**src/rtl/div_ratio_ctrl.sv**
```systemverilog
// Ratio/enable controller for the clock divider: gates the divider, waits a settle window,
// loads the new ratio, re-enables. Optional input clamp enabled by defining DIV_RATIO_CLAMP_EN.
module div_ratio_ctrl #(
    parameter int unsigned RATIO_WD    = 4,
    parameter int unsigned RESET_RATIO = 2,
    parameter int unsigned SETTLE_CYC  = 2,
    parameter int unsigned MIN_RATIO   = 2
) (
    input  logic                I_ref_clk,
    input  logic                I_rst_n,
    input  logic                I_run,
    input  logic                I_req,
    input  logic [RATIO_WD-1:0] I_new_ratio,
    output logic [RATIO_WD-1:0] O_div_ratio,
    output logic                O_clk_en,
    output logic                O_ack,
    output logic                O_busy,
    output logic                O_bypass
);

    localparam logic [RATIO_WD-1:0] LP_RESET_RATIO = RATIO_WD'(RESET_RATIO);
    localparam logic [RATIO_WD-1:0] LP_MIN_RATIO   = RATIO_WD'(MIN_RATIO);
    localparam logic [RATIO_WD-1:0] LP_ONE         = RATIO_WD'(1);
    localparam logic [7:0]          LP_SETTLE_LAST = 8'(SETTLE_CYC - 1);
`ifdef DIV_RATIO_CLAMP_EN
    localparam bit                  LP_CLAMP_EN    = 1'b1;
`else
    localparam bit                  LP_CLAMP_EN    = 1'b0;
`endif

    typedef enum logic [1:0] {
        ST_IDLE,
        ST_GATE,
        ST_LOAD,
        ST_DONE
    } state_t;

    state_t              r_state;
    state_t              w_state_nxt;
    logic [7:0]          r_cnt;
    logic [7:0]          w_cnt_nxt;
    logic [RATIO_WD-1:0] r_shadow;
    logic [RATIO_WD-1:0] w_shadow_nxt;
    logic [RATIO_WD-1:0] r_ratio;
    logic [RATIO_WD-1:0] w_ratio_nxt;
    logic                r_clk_en;
    logic                w_clk_en_nxt;
    logic                r_ack;
    logic                w_ack_nxt;
    logic [RATIO_WD-1:0] w_req_ratio;

    always_comb begin
        w_req_ratio = I_new_ratio;
        if (LP_CLAMP_EN && (I_new_ratio < LP_MIN_RATIO)) begin
            w_req_ratio = LP_MIN_RATIO;
        end
    end

    always_ff @(posedge I_ref_clk or negedge I_rst_n) begin
        if (!I_rst_n) begin
            r_state  <= ST_IDLE;
            r_cnt    <= '0;
            r_shadow <= LP_RESET_RATIO;
            r_ratio  <= LP_RESET_RATIO;
            r_clk_en <= 1'b0;
            r_ack    <= 1'b0;
        end else begin
            r_state  <= w_state_nxt;
            r_cnt    <= w_cnt_nxt;
            r_shadow <= w_shadow_nxt;
            r_ratio  <= w_ratio_nxt;
            r_clk_en <= w_clk_en_nxt;
            r_ack    <= w_ack_nxt;
        end
    end

    always_comb begin
        w_state_nxt  = r_state;
        w_cnt_nxt    = r_cnt;
        w_shadow_nxt = r_shadow;
        w_ratio_nxt  = r_ratio;
        w_clk_en_nxt = r_clk_en;
        w_ack_nxt    = r_ack;
        unique case (r_state)
            ST_IDLE: begin
                w_clk_en_nxt = I_run;
                w_ack_nxt    = 1'b0;
                if (I_req) begin
                    if (w_req_ratio == r_ratio) begin
                        w_state_nxt = ST_DONE;
                    end else begin
                        w_shadow_nxt = w_req_ratio;
                        w_clk_en_nxt = 1'b0;
                        w_cnt_nxt    = '0;
                        w_state_nxt  = ST_GATE;
                    end
                end
            end
            ST_GATE: begin
                w_clk_en_nxt = 1'b0;
                if (r_cnt == LP_SETTLE_LAST) begin
                    w_state_nxt = ST_LOAD;
                end else begin
                    w_cnt_nxt = r_cnt + 8'd1;
                end
            end
            ST_LOAD: begin
                w_clk_en_nxt = 1'b0;
                w_ratio_nxt  = r_shadow;
                w_state_nxt  = ST_DONE;
            end
            ST_DONE: begin
                // Ack is raised for at least one cycle before a low I_req can retire it,
                // so a request dropped early still produces a single-cycle ack pulse.
                w_clk_en_nxt = I_run;
                if (!r_ack) begin
                    w_ack_nxt = 1'b1;
                end else if (!I_req) begin
                    w_ack_nxt   = 1'b0;
                    w_state_nxt = ST_IDLE;
                end
            end
            default: w_state_nxt = ST_IDLE;
        endcase
    end

    assign O_div_ratio = r_ratio;
    assign O_clk_en    = r_clk_en;
    assign O_ack       = r_ack;
    assign O_busy      = (r_state != ST_IDLE);
    assign O_bypass    = (r_ratio <= LP_ONE);

endmodule

```
**config.mk**
```make
export PLATFORM = sky130hd
export DESIGN_NAME = div_ratio_ctrl
export DESIGN_NICKNAME = d
export VERILOG_FILES = /design/src/rtl/div_ratio_ctrl.sv
export SDC_FILE = /design/constraint.sdc
export NUM_CORES = 1
export LEC_CHECK = 0
export CELL_PAD_IN_SITES_DETAIL_PLACEMENT = 2
export CELL_PAD_IN_SITES_GLOBAL_PLACEMENT = 2
export CORE_MARGIN = 1
export CORE_UTILIZATION = 37
export DETAILED_ROUTE_END_ITERATION = 16
export HOLD_SLACK_MARGIN = 0.08
export PLACE_DENSITY_LB_ADDON = 0.1
export REMOVE_ABC_BUFFERS = 1
export SYNTH_ARGS = -nofsm -noshare
export SYNTH_HDL_FRONTEND = slang
export SYNTH_SLANG_ARGS = --single-unit
```
**constraint.sdc**
```tcl
create_clock -name I_ref_clk -period 4.7 [get_ports I_ref_clk]
set_input_delay 1.175 -clock I_ref_clk [delete_from_list [all_inputs] [get_ports I_ref_clk]]
set_output_delay 1.175 -clock I_ref_clk [all_outputs]
set_load 0.01 [all_outputs]
```
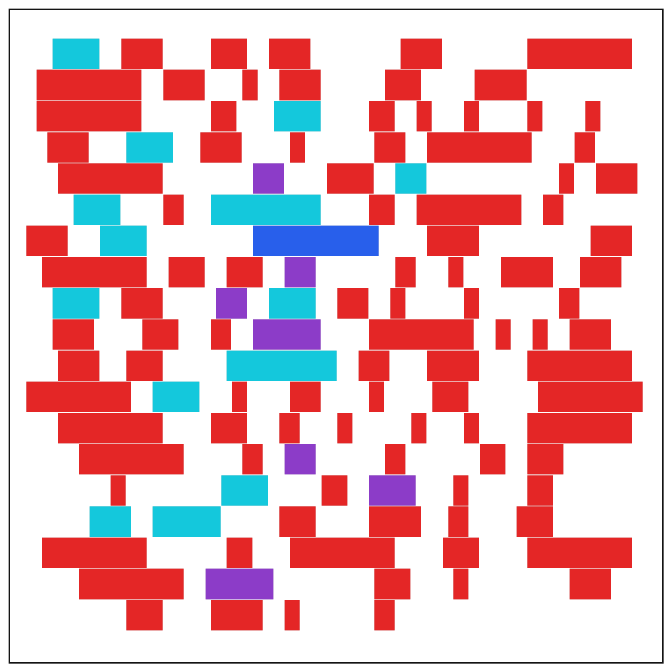
Figure 1: drive-strength map.
x1 and smaller: in red, cells 98, share 82%, most used dfrtp_1. x3 and x4: in purple, cells 7, share 5.8%, most used clkbuf_4. x6 and larger: in blue, cells 1, share 0.83%, most used bufinv_16. x2: in cyan, cells 14, share 12%, most used mux2_2.
cell area after layout: 0.00136 sq mm
worst setup margin: 1.68 ns
Area growth syn-to-layout: 21.9%
bufs w/o clock: 16

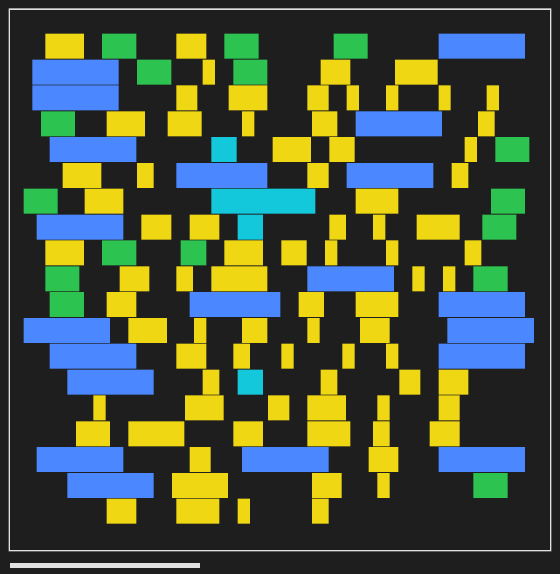
Figure 2: cell classes on the final placement.
Scale bar: 20 um.
remaining logic cells: in yellow, cells 80. registers: in blue, cells 20. clock drivers and dummy loads: in cyan, cells 4. remaining buffers and delay cells: in green, cells 16.
core region area: 0.00281 sq mm
number of standard-cell rows in the floorplan: 19
Seq area share: 0.371

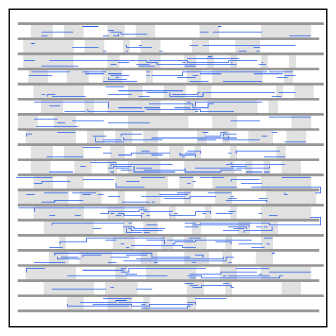
Figure 3: met1 routing.
Supply wires on this layer in gray. Cells faint in the background.
The layer holds 45% of the routed length. The wires run mostly horizontal. The longest straight run is 22.5 um.
Vias: 880
GR Util met1: 0.249
aggregate routed wire length: 2790 um

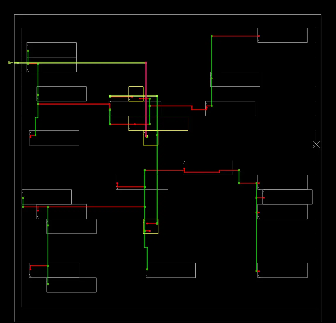
Figure 4: clock routing.
clock latency of the later-clocked register in the worst-skew pair: 0.31 ns
number of sequential storage elements: 20
Layout clock buffers: 3
clock buffers created by TritonCTS: 3
power in the clock group: 0.000144 W

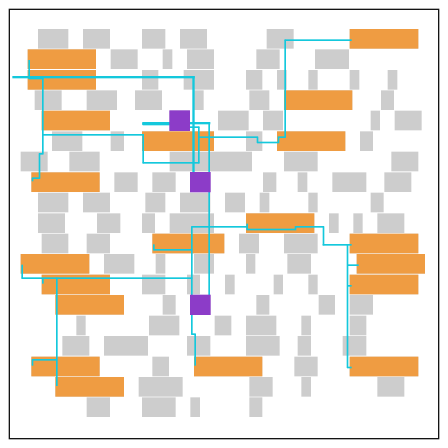
Figure 5: routed clock nets over the placement.
clock wires: in cyan, length 273 um. clock-net drivers: in purple, count 3. flip-flops: in orange, count 20.
Position of the flops: spread over the die.
part of the power in the clock network: 0.152
final setup skew: 0.0152 ns

==> results.json <==
{
  "status": "finished, violations left",
  "violations": "DRC",
  "power.share.switching": 0.398,
  "route.layer.met1.wl_um": 1270,
  "top_cell_excl_fill_tap": "sky130_fd_sc_hd__dfrtp_1",
  "power.combinational.fraction": 0.511,
  "antenna_diode_count": 0,
  "max_clock_freq_mhz": 331,
  "simple_gate_share": 0.134,
  "async_set_or_reset_register_ratio_after_synthesis": 1.00,
  "worstSetupStartpoint": "r_state[1]$_DFFE_PN0P_",
  "synth.largest_area_cell": "sky130_fd_sc_hd__dfrtp_1",
  "grt-ovfl-total": 0,
  "post-route-period-util": 0.643,
  "r2r_setup_slack_ns": 2.44,
  "adder_share": 0.0674,
  "globalplace.congestion": 0.762,
  "cts-hold-fix-buffers": 0,
  "cellPowerDensity_mw_per_mm2": 698,
  "fin_cells": 151,
  "cts_sinks": 20,
  "yosys-dominant-comb-family": "AND-OR/OR-AND gates",
  "critical_path.startpoint_type": "flop",
  "num-fill-cells": 306,
  "fin_setup_tns_ns": 0,
  "syn-cell-area_sq_mm": 0.00111,
  "cts-root-buf": "sky130_fd_sc_hd__clkbuf_4",
  "tritoncts": "built",
  "cp-endpoint": "O_busy",
  "place.port_buffers": 15,
  "cp.required_ns": 3.52,
  "aoi_share": 0.193,
  "final_layout_size_suffix_gt1_frac": 0.183,
  "synth_cells": 101,
  "critical_path_class": "reg -> out",
  "period_minus_slack_ns": 3.02,
  "final_max_slew_viol_count": 0,
  "postRouteAntennaNets": 0,
  "final-hold-violation-count": 0,
  "grt_pass1_vias": 968,
  "num-nets-final": 135,
  "synth-seq-cells": 20,
  "die_h_um": 56.9,
  "critical_path.max_fanout": 8,
  "synthesized_chip_area_reported_by_yosys_sq_mm": 0.00111,
  "synthesis.area_per_instance_sq_um": 11.0,
  "grt_antenna_before_repair": 0,
  "drt_drc_violations_left": 2,
  "gr-usage-met2": 0.352,
  "worstPathArrival_ns": 1.85,
  "worst_slew_pin_slew_ns": 0.945,
  "cap_viol_max_count": 0,
  "log.warning_count": 29,
  "clkSlewWorstSetupHoldPaths_ns": 0.11,
  "timing.final.setup_violations": 0,
  "layout.cells.most_common_list": "sky130_fd_sc_hd__dfrtp_1, sky130_fd_sc_hd__clkdlybuf4s50_1, sky130_fd_sc_hd__mux2_2, sky130_fd_sc_hd__inv_1, sky130_fd_sc_hd__nor2_1",
  "highest-signal-layer": "met4",
  "number_of_enable_type_register_cells_in_the_synthesized_netlist": 0,
  "ys_warn_count": 0,
  "static-leakage-power_nw": 0.571,
  "holdCritPathClass": "reg -> reg",
  "hold_slack_ns": 0.517,
  "cell_count_of_the_worst_reg_to_reg_path": 7,
  "netSwitchingPower_w": 0.000377,
  "rsz0062_at_grt": "false",
  "worst_r2r_startpoint": "r_state[1]$_DFFE_PN0P_",
  "area_leaders": "sky130_fd_sc_hd__dfrtp_1, sky130_fd_sc_hd__mux2_2, sky130_fd_sc_hd__ha_1",
  "ir_worst_vdd_v": 0.000294,
  "yosys.stat.seqShare": 0.452,
  "netlist.area_leader.share": 0.404,
  "htree_levels": 1
}
## final cells by class
| type | count | area, sq um | share of cell area |
|---|---|---|---|
| repair buffers | 16 | 158 | 0.116 |
| flip-flops and latches | 20 | 503 | 0.371 |
| well taps | 31 | 38.8 | 0.0286 |
| inverters | 8 | 30.0 | 0.0221 |
| clock buffers | 3 | 22.5 | 0.0166 |
| multi-input cells | 72 | 576 | 0.424 |
| clock inverters | 1 | 30.0 | 0.0221 |
## stage by stage
stage,power [W],utilization,setup WS (ns),area [sq um]
floorplan,0.000629,-,2.13,1110
global placement,0.000780,0.465,1.77,1310
detailed placement,0.000804,0.465,1.64,1310
CTS,0.000959,0.484,1.65,1360
global route,0.00102,0.484,1.53,1360
finish,0.000947,0.484,1.68,1360
## registers in the layout, indices dropped and copies added, names as in the netlist
signal       flops
O_div_ratio      4
r_shadow         4
O_clk_en         1
r_cnt            8
O_ack            1
r_state          2
## critical path, stage by stage (launching register included)
cell and delay, ns:
sky130_fd_sc_hd__dfrtp_1 0.42, sky130_fd_sc_hd__inv_1 0.14, sky130_fd_sc_hd__ha_1 0.39, sky130_fd_sc_hd__inv_1 0.10
sky130_fd_sc_hd__clkdlybuf4s50_1 0.49
## how the worst min path moves through the flow
stage | cells after the start | to | start
after global routing | 1 | O_div_ratio[2]$_DFFE_PN0P_ | r_shadow[2]$_DFFE_PN0P_
after global placement | 1 | O_div_ratio[3]$_DFFE_PN0P_ | r_shadow[3]$_DFFE_PN0P_
after CTS | 1 | O_div_ratio[3]$_DFFE_PN0P_ | r_shadow[3]$_DFFE_PN0P_
final | 1 | O_div_ratio[3]$_DFFE_PN0P_ | r_shadow[3]$_DFFE_PN0P_
after detailed placement | 1 | O_div_ratio[3]$_DFFE_PN0P_ | r_shadow[3]$_DFFE_PN0P_
after floorplan | 1 | r_shadow[0]$_DFFE_PN0P_ | r_shadow[0]$_DFFE_PN0P_
## Yosys cell counts (2+ instances only)
cell,number
sky130_fd_sc_hd__dfstp_2,2
sky130_fd_sc_hd__nor2_1,7
sky130_fd_sc_hd__o2bb2ai_1,2
sky130_fd_sc_hd__nor3_1,2
sky130_fd_sc_hd__o21ai_0,6
sky130_fd_sc_hd__nand4_1,2
sky130_fd_sc_hd__nand2_1,6
sky130_fd_sc_hd__a22o_1,5
sky130_fd_sc_hd__xnor2_1,4
sky130_fd_sc_hd__inv_1,8
sky130_fd_sc_hd__o22ai_1,2
sky130_fd_sc_hd__dfrtp_1,18
sky130_fd_sc_hd__ha_1,6
sky130_fd_sc_hd__mux2_2,9
sky130_fd_sc_hd__o211ai_1,2
sky130_fd_sc_hd__a41oi_1,2
sky130_fd_sc_hd__nand3_1,2
## power groups by stage
stage | Combinational (W) | Sequential (W) | Clock (W)
detailed placement | 0.000480 | 0.000324 | 0
global route | 0.000538 | 0.000329 | 0.000151
floorplan | 0.000315 | 0.000314 | 0
finish | 0.000484 | 0.000319 | 0.000144
CTS | 0.000493 | 0.000319 | 0.000146
global placement | 0.000463 | 0.000316 | 0
Power is estimated from default activity; no workload was simulated.
